Figure 1. Gate-type map.
Scale: 2 px per um.
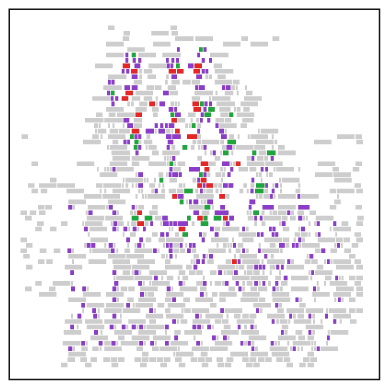
Figure 2. Routing congestion map.
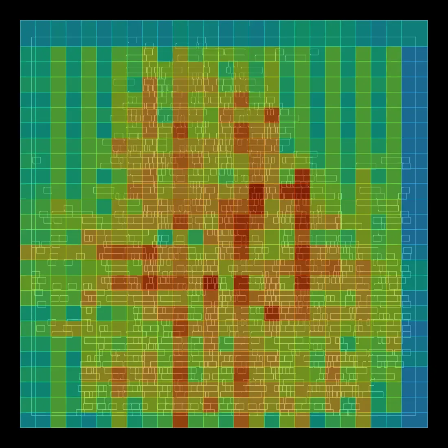
Figure 3. Signal wires on met3.
Scale: 2 px per um.
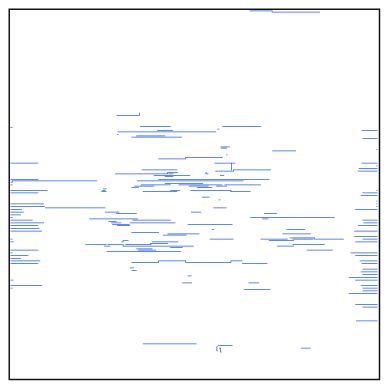
Figure 4. Cells by drive strength.
Scale: 2 px per um.
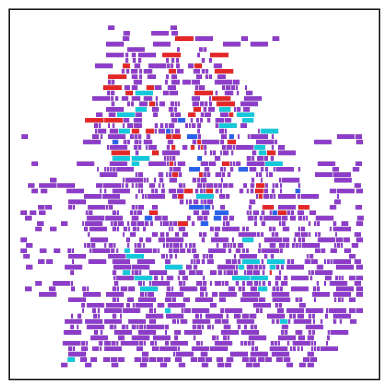
[src/rtl/voice_allocator_pkg.sv]
// Shared types for the voice allocator.
// Event kinds and per-voice lifecycle states.
package conFFTi;

  typedef enum logic {
    NOTE_OFF = 1'b0,
    NOTE_ON  = 1'b1
  } note_en_t;

  typedef enum logic [1:0] {
    IDLE      = 2'd0,
    ACTIVE    = 2'd1,
    SUSTAINED = 2'd2
  } voice_state_t;

endpackage

[src/rtl/voice_allocator_lru_oldest.sv]
// Picks the voice holding the highest LRU rank.
// Ranks are a permutation, so exactly one voice matches.
module lru_oldest #(
  parameter int VOICES = 8,
  parameter int RW     = 3
) (
  input  logic [VOICES-1:0][RW-1:0] rank,
  output logic [RW-1:0]             oldest
);

  // scan for the voice whose rank is VOICES-1
  always_comb begin
    oldest = '0;
    for (int i = 0; i < VOICES; i++) begin
      if (rank[i] == RW'(VOICES - 1)) oldest = RW'(i);
    end
  end

endmodule

[src/rtl/voice_allocator.sv]
// Polyphonic voice allocator with sustain and LRU stealing.
// One note event per cycle; all outputs are registered.
import conFFTi::*;

module voice_allocator #(
  parameter int VOICES = 8,
  parameter int NOTE_W = 7,
  parameter int VEL_W  = 7
) (
  input  logic                           clk,
  input  logic                           reset,
  input  logic                           input_en,
  input  note_en_t                       note_in_en,
  input  logic [NOTE_W-1:0]              note_in,
  input  logic [VEL_W-1:0]               velocity_in,
  input  logic                           sustain_in,
  input  logic                           steal_en,
  output logic [VOICES-1:0]              voice_en,
  output logic [VOICES-1:0][NOTE_W-1:0]  voice_note,
  output logic [VOICES-1:0][VEL_W-1:0]   voice_velocity,
  output logic [VOICES-1:0]              voice_trigger,
  output logic [VOICES-1:0]              voice_release,
  output logic                           dropped
);

  localparam int RW = $clog2(VOICES);

  voice_state_t                  st_q [VOICES];
  voice_state_t                  st_d [VOICES];
  logic [VOICES-1:0][NOTE_W-1:0] note_d;
  logic [VOICES-1:0][VEL_W-1:0]  vel_d;
  logic [VOICES-1:0][RW-1:0]     rank_q, rank_d;
  logic [VOICES-1:0]             en_d, trig_d, rel_d;
  logic                          drop_d, sus_q, sus_fall;
  logic                          hit, has_idle, alloc;
  logic [RW-1:0]                 hit_idx, idle_idx;
  logic [RW-1:0]                 old_idx, sel, sel_rank;

  lru_oldest #(
    .VOICES (VOICES),
    .RW     (RW)
  ) u_lru (
    .rank   (rank_q),
    .oldest (old_idx)
  );

  assign sus_fall = sus_q & ~sustain_in;

  // sustain release first, then evaluate the event on that state
  always_comb begin
    st_d     = st_q;
    note_d   = voice_note;
    vel_d    = voice_velocity;
    rank_d   = rank_q;
    trig_d   = '0;
    rel_d    = '0;
    drop_d   = 1'b0;
    hit      = 1'b0;
    hit_idx  = '0;
    has_idle = 1'b0;
    idle_idx = '0;
    alloc    = 1'b0;
    sel      = '0;
    sel_rank = '0;
    for (int i = 0; i < VOICES; i++) begin
      if (sus_fall && st_d[i] == SUSTAINED) begin
        st_d[i]   = IDLE;
        note_d[i] = '0;
        vel_d[i]  = '0;
        rel_d[i]  = 1'b1;
      end
    end
    for (int i = 0; i < VOICES; i++) begin
      if (!hit && st_d[i] != IDLE && note_d[i] == note_in) begin
        hit     = 1'b1;
        hit_idx = RW'(i);
      end
      if (!has_idle && st_d[i] == IDLE) begin
        has_idle = 1'b1;
        idle_idx = RW'(i);
      end
    end
    if (input_en && note_in_en == NOTE_ON) begin
      if (hit) begin
        alloc = 1'b1;
        sel   = hit_idx;
      end else if (has_idle) begin
        alloc = 1'b1;
        sel   = idle_idx;
      end else if (steal_en) begin
        alloc = 1'b1;
        sel   = old_idx;
      end else begin
        drop_d = 1'b1;
      end
    end
    if (input_en && note_in_en == NOTE_OFF && hit) begin
      for (int i = 0; i < VOICES; i++) begin
        if (RW'(i) == hit_idx && st_d[i] == ACTIVE) begin
          if (sustain_in) begin
            st_d[i] = SUSTAINED;
          end else begin
            st_d[i]   = IDLE;
            note_d[i] = '0;
            vel_d[i]  = '0;
            rel_d[i]  = 1'b1;
          end
        end
      end
    end
    if (alloc) begin
      for (int i = 0; i < VOICES; i++) begin
        if (RW'(i) == sel) sel_rank = rank_q[i];
      end
      for (int i = 0; i < VOICES; i++) begin
        if (RW'(i) == sel) begin
          rank_d[i] = '0;
          st_d[i]   = ACTIVE;
          note_d[i] = note_in;
          vel_d[i]  = velocity_in;
          trig_d[i] = 1'b1;
        end else if (rank_q[i] < sel_rank) begin
          rank_d[i] = rank_q[i] + RW'(1);
        end
      end
    end
    for (int i = 0; i < VOICES; i++) begin
      en_d[i] = (st_d[i] != IDLE);
    end
  end

  // register voice state, ranks and all outputs
  always_ff @(posedge clk or posedge reset) begin
    if (reset) begin
      for (int i = 0; i < VOICES; i++) begin
        st_q[i]   <= IDLE;
        rank_q[i] <= RW'(i);
      end
      sus_q          <= 1'b0;
      voice_en       <= '0;
      voice_note     <= '0;
      voice_velocity <= '0;
      voice_trigger  <= '0;
      voice_release  <= '0;
      dropped        <= 1'b0;
    end else begin
      st_q           <= st_d;
      rank_q         <= rank_d;
      sus_q          <= sustain_in;
      voice_en       <= en_d;
      voice_note     <= note_d;
      voice_velocity <= vel_d;
      voice_trigger  <= trig_d;
      voice_release  <= rel_d;
      dropped        <= drop_d;
    end
  end

endmodule

[config.mk]
export PLATFORM = sky130hd
export DESIGN_NAME = voice_allocator
export DESIGN_NICKNAME = d
export VERILOG_FILES = /design/src/rtl/voice_allocator_pkg.sv /design/src/rtl/voice_allocator_lru_oldest.sv /design/src/rtl/voice_allocator.sv
export SDC_FILE = /design/constraint.sdc
export NUM_CORES = 1
export LEC_CHECK = 0
export CAP_MARGIN = 20
export CORE_MARGIN = 5
export CORE_UTILIZATION = 31
export CTS_CLUSTER_SIZE = 40
export DETAILED_ROUTE_END_ITERATION = 8
export SLEW_MARGIN = 30
export SYNTH_ARGS = -nofsm -noshare
export SYNTH_HDL_FRONTEND = slang
export SYNTH_SLANG_ARGS = --single-unit
[constraint.sdc]
create_clock -name clk -period 15.7 [get_ports clk]
set_input_delay 2.355 -clock clk [delete_from_list [all_inputs] [get_ports clk]]
set_output_delay 2.355 -clock clk [all_outputs]
set_load 0.05 [all_outputs]
==> impl_metrics.toml <==
# physical design summary
[run_status]
status = "finished, final reports clean"

[clock_tree]
cts_tree = "done"
clock_path_buffers = 2
cts_max_level = 4
cts_hold_buf = 0
cts_resized = 0
cts_num_sinks = 178
clk_latency_ns = 0.44
clk_pin_slew_ns = 0.08
clock-root-buffer = "clkbuf_16"
cts_buffers = 17
cts_setup_buffers = 0

[yosys]
top_cell = "dfrtp_1"
synth-edff-count = 0
ys_area_um2 = 9420
yosysCellCount = 998
synth_flops = 178
syn_area_um2 = 9420
avgSynthCellArea_um2 = 9.439
ys_seq_frac = 0.4744
top_area_cell = "dfrtp_1"
synthCells = 998
fp_nets = 1041

[global_routing]
grt.total_usage = 0.1760
grt_pass1_wl_um = 47130
grt-ovfl-total = 0
antenna_found_initial = 0
grt_max_degree = 100

[critical_path]
slowest_delay_ns = 1.00
worstPathArrival_ns = 9.09
critical-path-top-delay-family = "simple AND/OR/NAND/NOR gates"
crit_end = "rank_q[23]$_DFFE_PP1P_"
crit_chain = "clkdlybuf4s50_1 > inv_1 > nand3_1 > o21ai_1 > and4_1 > nor4_4 > nand3_2 > a211o_1 > nand2_1 > inv_1 > a222oi_1 > a21oi_1 > o21ai_1 > ha_1 > a311o_1 > or4b_1 > o21ai_1"
cp.required_ns = 16.06
start_kind = "input port"
path_buffers = 3
rrSetupSlack_ns = 9.36
slowest_stage = "clkdlybuf4s50_1"
crit_type = "input port to flip-flop"
endpoint_kind = "flip-flop"
rr_startpoint = "sus_q$_DFF_PP0_"

[floorplanning]
die_w_um = 184.3
die_area_um2 = 33970
tap_cells = 390
rows = 63
core_region_area_um2 = 29800
fp_util = 0.3162
chipHeight_um = 184.3

[routing]
antenna_left = 0
drt-initial-drc-count = 835
dr.pass1.iters = 5
via_per_inst = 5.406
drc = 0

[finish]
nNetsFinal = 1159
design.seq.count = 178
logic_gate_count = 721
nNonClkInverters = 36
nonClkBufAreaFrac = 0.1361
final-clk-cell-share = 0.05193
regArea_um2 = 4469
synthToLayoutAreaGrowth_pct = 25.58
drive_above_1_share = 0.08592

[place]
dp_hpwl_um = 21950
place_congestion = 0.9361

[timing]
final_hold_viol_count = 0
slew_violations = 0
final.period_utilization = 0.5557
fin_ws_ns = 6.975
fin_skew_ns = 0.01680
fin_setup_tns_ns = 0
worst_pin_slew_ns = 0.9322
fmax_ghz = 0.1146
setup_viol = 0
grt_setup_unrepaired = "false"

[min_path]
min_path_cells = 2
min_path_type = "flip-flop to flip-flop"

[run]
openroad.warnings = 26
max-cap-violations = 0

[power_and_ir_drop]
leakagePower_nw = 5.035
total_power_mw = 2.771
ir_worst_vdd_mv = 0.1228
p_per_area_nw_per_um2 = 234.2
## Picture notes: Figure 1
[inverting AOI/OAI gates] purple | cells: 274
[AND-OR and OR-AND gates] red | cells: 30
[AND and OR gates] green | cells: 34
Top cell excl fill/tap: dfrtp_1
logic share of the area: 0.3809

## Picture notes: Figure 2
gr busiest metal: met2
final core occ: 0.3970

## Picture notes: Figure 3
share of all routed wire: 6.3%
main direction: horizontal
Vias: 8,212
Post-Route WL: 30,280 um
GR Layer Usage met3: 0.03769

## Picture notes: Figure 4
[drive 3 to 4] blue | cells: 16 | share: 1.4%
[drive 1 or less] purple | cells: 1,032 | share: 91%
[drive 2] red | cells: 48 | share: 4.3%
[drive 6 and up] cyan | cells: 33 | share: 2.9%

==> layout by cell type, fill, tap and decap left out, types with 6 or more instances in the layout <==
cell             netlist  layout
dfrtp_1              166     166
clkdlybuf4s50_1        0     156
nand2_1              155     152
o21ai_0               92      91
o22ai_1               73      73
nand3_1               48      47
a21oi_1               45      45
nor2_1                45      44
inv_1                 33      32
ha_1                  23      23
xnor2_1               19      19
nor4bb_1              18      18
clkbuf_16              0      17
a31oi_1               13      13
dfstp_2               12      12
nand2b_1              10      10
xor2_1                10      10
nor2b_1                9       9
a311oi_1               8       8
o221ai_1               8       8
mux2i_1                8       8
or3_1                  8       8
o21ai_1                6       7
nor3_1                 7       7
nor4_1                 6       6
o221a_2                6       6
a311o_1                6       6
==> worst min-delay path: stages (launching register included) <==
cell,delay [ns]
dfrtp_1,0.35
nand3_1,0.06
o21ai_0,0.06
==> sequential cells by signal, summed over array words and instances, names as in the netlist <==
signal / count
dropped: 1
rank_q: 24
st_q: 16
sus_q: 1
voice_en: 8
voice_note: 56
voice_release: 8
voice_trigger: 8
voice_velocity: 56
==> where the power goes <==
group | switching (mW) | leakage [nW] | internal (mW) | total, mW
sequential | 0.186 | 2.22 | 0.639 | 0.825
combinational | 0.993 | 2.52 | 0.510 | 1.50
clock | 0.221 | 0.299 | 0.222 | 0.442
total | 1.40 | 5.03 | 1.37 | 2.77
==> per-layer routing <==
layer	wire length, um	vias up	track usage
li1	-	3890	-
met1	14370	4037	0.2587
met2	13750	270	0.2692
met3	1899	15	0.03769
met4	261	0	0.03520
met5	0	-	0
==> cell families (layout without fill, tap and decap cells) <==
| kind of cell | Yosys count | count (layout) | share of synthesized area |
|---|---|---|---|
| simple gates | 355 | 355 | 0.1987 |
| compound gates | 304 | 304 | 0.2092 |
| flops | 178 | 178 | 0.4744 |
| buf+inv | 99 | 230 | 0.04928 |
| xor+xnor | 29 | 29 | 0.02696 |
| fa+ha+maj | 23 | 23 | 0.03055 |
| mux | 10 | 10 | 0.01089 |
==> worst min-delay path by stage <==
stage / from / to / slack [ns]
6_report: voice_velocity[3]$_DFF_PP0_ / voice_velocity[3]$_DFF_PP0_ / 0.51
5_1_grt: voice_velocity[48]$_DFF_PP0_ / voice_velocity[48]$_DFF_PP0_ / 0.54
4_1_cts: rank_q[17]$_DFFE_PP1P_ / rank_q[17]$_DFFE_PP1P_ / 0.52
3_5_place_dp: voice_velocity[3]$_DFF_PP0_ / voice_velocity[3]$_DFF_PP0_ / 0.49
3_3_place_gp: voice_velocity[3]$_DFF_PP0_ / voice_velocity[3]$_DFF_PP0_ / 0.48
2_1_floorplan: rank_q[15]$_DFFE_PP1P_ / rank_q[15]$_DFFE_PP1P_ / 0.47
==> through the flow <==
step	utilization	cell area [um^2]	hold WS, ns
CTS	0.3968	11820	0.5164
detailed placement	0.3762	11210	0.4944
global placement	0.3756	11190	0.4832
finish	0.3970	11830	0.5092
global route	0.3970	11830	0.5408
floorplan	-	9420	0.4726
Power and IR drop assume default switching activity.
